==> config.mk <==
export PLATFORM = sky130hd
export DESIGN_NAME = seq_mult_32
export DESIGN_NICKNAME = d
export VERILOG_FILES = /design/src/rtl/seq_mult_pkg.sv /design/src/rtl/seq_mult_32_cla.sv /design/src/rtl/seq_mult_32.sv
export SDC_FILE = /design/constraint.sdc
export NUM_CORES = 1
export LEC_CHECK = 0
export CAP_MARGIN = 10
export CORE_ASPECT_RATIO = 1.1
export CORE_MARGIN = 10
export CORE_UTILIZATION = 35
export DETAILED_ROUTE_END_ITERATION = 12
export PLACE_DENSITY = 0.69
export SLEW_MARGIN = 40
export SYNTH_ARGS = -nofsm -noshare
export SYNTH_HDL_FRONTEND = slang
export SYNTH_SLANG_ARGS = --single-unit
==> constraint.sdc <==
create_clock -name clk -period 7 [get_ports clk]
set_input_delay 2.1 -clock clk [delete_from_list [all_inputs] [get_ports clk]]
set_output_delay 2.1 -clock clk [all_outputs]
set_load 0.05 [all_outputs]
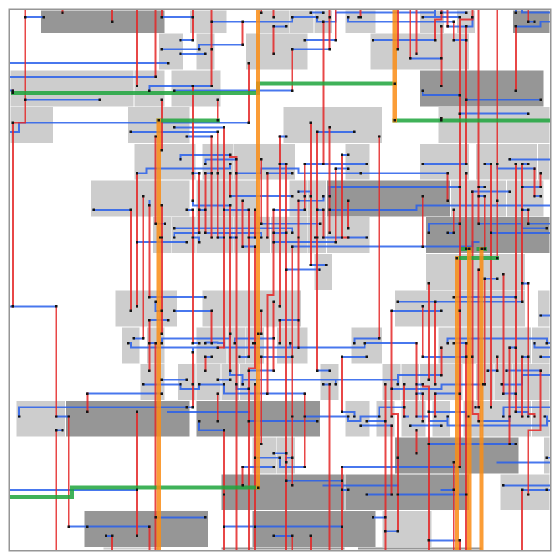
**Above:** layout detail.
Region (52, 27) to (92, 67) microns. Cells in grey, sequential cells in the stronger grey; small squares are vias.
[metal 1] blue
[metal 2] red
[metal 3] green
[metal 4] orange
sequential cells in the window: 11
cells with their middle in the window: 88
most frequent: nand2_1 (16), dfrtp_1 (11), inv_1 (9)

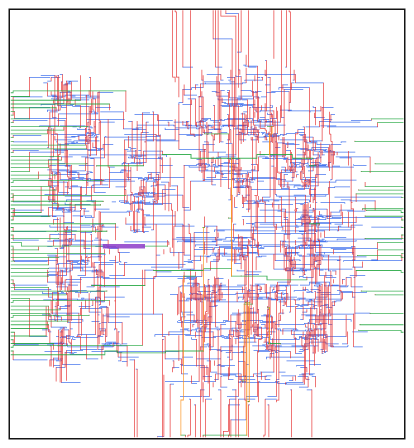
**Above:** signal wires by layer.
[metal 4] orange | wire length: 283 microns
[metal 3] green | wire length: 1690 microns
[metal 2] red | wire length: 6790 microns
[metal 5] purple | wire length: 13.8 microns
[metal 1] blue | wire length: 5850 microns
final WL: 14600 microns
Wirelength per Cell: 16.2 microns
Total GRT Usage: 0.136

==> out/results.tsv <==
metric	value	unit
routed vias/inst	4.88	
initial antenna violation count	1	
yosys warning tally	0	
crit path kind	register to register	
TritonCTS clock tree	done	
fp util	0.357	
synth unique cells	39	
yosys cell count	571	
violation count after the first detailed-route iteration	183	
Via Count	4394	
Filler cells	1516	
non-filler cells, final	901	
Top cells by area	dfrtp_1, fa_1, ha_1	
Routability Congestion	0.821	
Max Clock Skew	9.23	ps
Max IR drop VDD	0.345	mV
worst-case reg-to-reg path depth	17	
nets	818	
arrival time of the worst setup path	5040	ps
PostCTS Resize Cnt	0	
Finish-stage setup viols	0	
YS chip area	0.00584	sq mm
Syn Nets	696	
antenna diode count	0	
total CTS buffers	9	
Final Slew Violations	0	
Core ar.	0.0164	sq mm
Crit. End Element	register	
final hold vios	0	
Hold Path Stages	1	
row cnt	49	
Mapped Area	0.00584	sq mm
XOR Share, Synth	0.0105	
largest net degree at the start of global routing	77	
first-pass GRT wire length	24400	microns
P_leak	3.34	nW
Clk Latency, worst-skew pair	350	ps
Reg area	0.00258	sq mm
Synth area leader	dfrtp_1	
worst setup margin	2240	ps
die span in x	143	microns
Synth Area in Adders	0.155	
fin crit share	0.680	
Top cell area share	0.441	
chip area	0.0223	sq mm
Area growth syn-to-layout	32.4	%
Routed Antenna Nets	0	
Clock Path Buffers	2	
# DRC	0	
Port Buf Inserts	133	
setup repair bufs after CTS	0	
Crit path required time	7280	ps
Compound Share, Synth	0.0966	
Slew @ Worst Pin	719	ps
Worst Setup Start Kind	register	
H-Tree Level Count	3	
post-place setup slack	2180	ps
synthesized area per cell	10.2	sq um
pwr/cell area	508	mW/mm^2
Post-synth regs	103	
CTS Root Cell	clkbuf_16	
crit path max fanout	33	
tool warnings	28	
post-route setup TNS	0	ps
Synth Area in Simple Gates	0.127	
placed insts	885	
hold crit path type	register to register	
slew margin rel.	0.520	
Worst-path clk slew	70	ps
clk sinks	103	
number of global-route vias before repair	4747	
outcome	complete, no violations	
num ports	134	
ratio of cells with drive above 1 in the final layout	0.0502	
unrepaired setup endpoints after global routing	no	
Max Cap Viol	0	
Die Span Y	156	microns
HPWL after DPL	11100	microns
f_max	0.210	GHz
FF-to-FF setup slack	2240	ps
Largest logic family	adder cells	
Final min period	4760	ps
register area share after synthesis	0.441	
Core Util, Final	0.473	
Post-Syn Instances	571	
gr ovfl total	0	
MUX area fraction	0.118	
[synthesized netlist by cell type (all sizes together)]
cell,instances
a211o,1
a211oi,1
a21o,4
a21oi,14
a221o,1
a22o,2
a31oi,1
a32o,2
and2,9
and3,4
and4,1
and4b,1
buf,11
clkbuf,17
dfrtp,103
fa,24
ha,34
inv,51
mux2,32
mux2i,33
nand2,106
nand2b,26
nand3,2
nand4,3
nor2,5
nor3b,1
o21ai,71
o21bai,1
o22a,1
o22ai,1
or4,1
xnor2,7
[area by class of cell]
cell class / count / area share
Clock buffer: 11 / 0.0327
Multi-Input combinational cell: 389 / 0.386
Sequential cell: 103 / 0.333
Inverter: 51 / 0.0251
Tap cell: 204 / 0.0330
Clock inverter: 4 / 0.00695
Timing Repair Buffer: 139 / 0.183
[placed cells by master, fill, tap and decap left out, drive strengths merged, types with 2 or more instances in the layout]
| cell | instances |
|---|---|
| clkinvlp | 2 |
| o21ai | 71 |
| ha | 34 |
| clkbuf | 11 |
| nand2b | 26 |
| nand4 | 3 |
| nand3 | 2 |
| a22o | 2 |
| nand2 | 106 |
| buf | 6 |
| a32o | 2 |
| a21o | 4 |
| dfrtp | 103 |
| mux2 | 32 |
| and3 | 4 |
| nor2 | 5 |
| clkdlybuf4s50 | 133 |
| inv | 52 |
| and2 | 9 |
| xnor2 | 7 |
| a21oi | 14 |
| fa | 24 |
| mux2i | 33 |
[metal layers]
metal | global-route usage | part of all wire | routed length, microns
met1 | 0.151 | 0.40 | 5850
met2 | 0.219 | 0.46 | 6790
met3 | 0.0795 | 0.12 | 1690
met4 | 0.0369 | 0.019 | 282
met5 | 0 | 0.00089 | 13
[metrics by stage]
step | cell area [sq um] | power, W | hold slack [ps]
floorplan | 5840 | 0.00269 | 456
global placement | 7370 | 0.00335 | 467
detailed placement | 7410 | 0.00344 | 478
CTS | 7720 | 0.00398 | 498
global route | 7740 | 0.00424 | 516
finish | 7740 | 0.00393 | 488
[worst max-delay path: stages (launching register included)]
cell and delay (ps):
dfrtp_1 340, buf_4 310, nand2_1 130, fa_1 430, fa_1 400, fa_1 440, and4b_1 260, a21oi_1 80
a21oi_1 250, a21oi_2 140, o21bai_1 200, a21oi_1 110, fa_1 420, fa_1 430, fa_1 420, xnor2_1 150
nand2_1 70, o21ai_1 100
[cell families after synthesis]
group,Yosys count
XOR/XNOR,7
flip-flops,103
buffers and inverters,79
multiplexers,65
adder cells (fa/ha/maj),58
AND-OR/OR-AND,100
AND/OR/NAND/NOR,159
[power by group]
group / switching (W) / total (W) / internal (W)
clock network: 0.000227 / 0.000523 / 0.000296
logic: 0.00148 / 0.00231 / 0.000832
registers: 0.000224 / 0.00110 / 0.000872
No activity file was given, so power comes from the tool's default toggle rates.
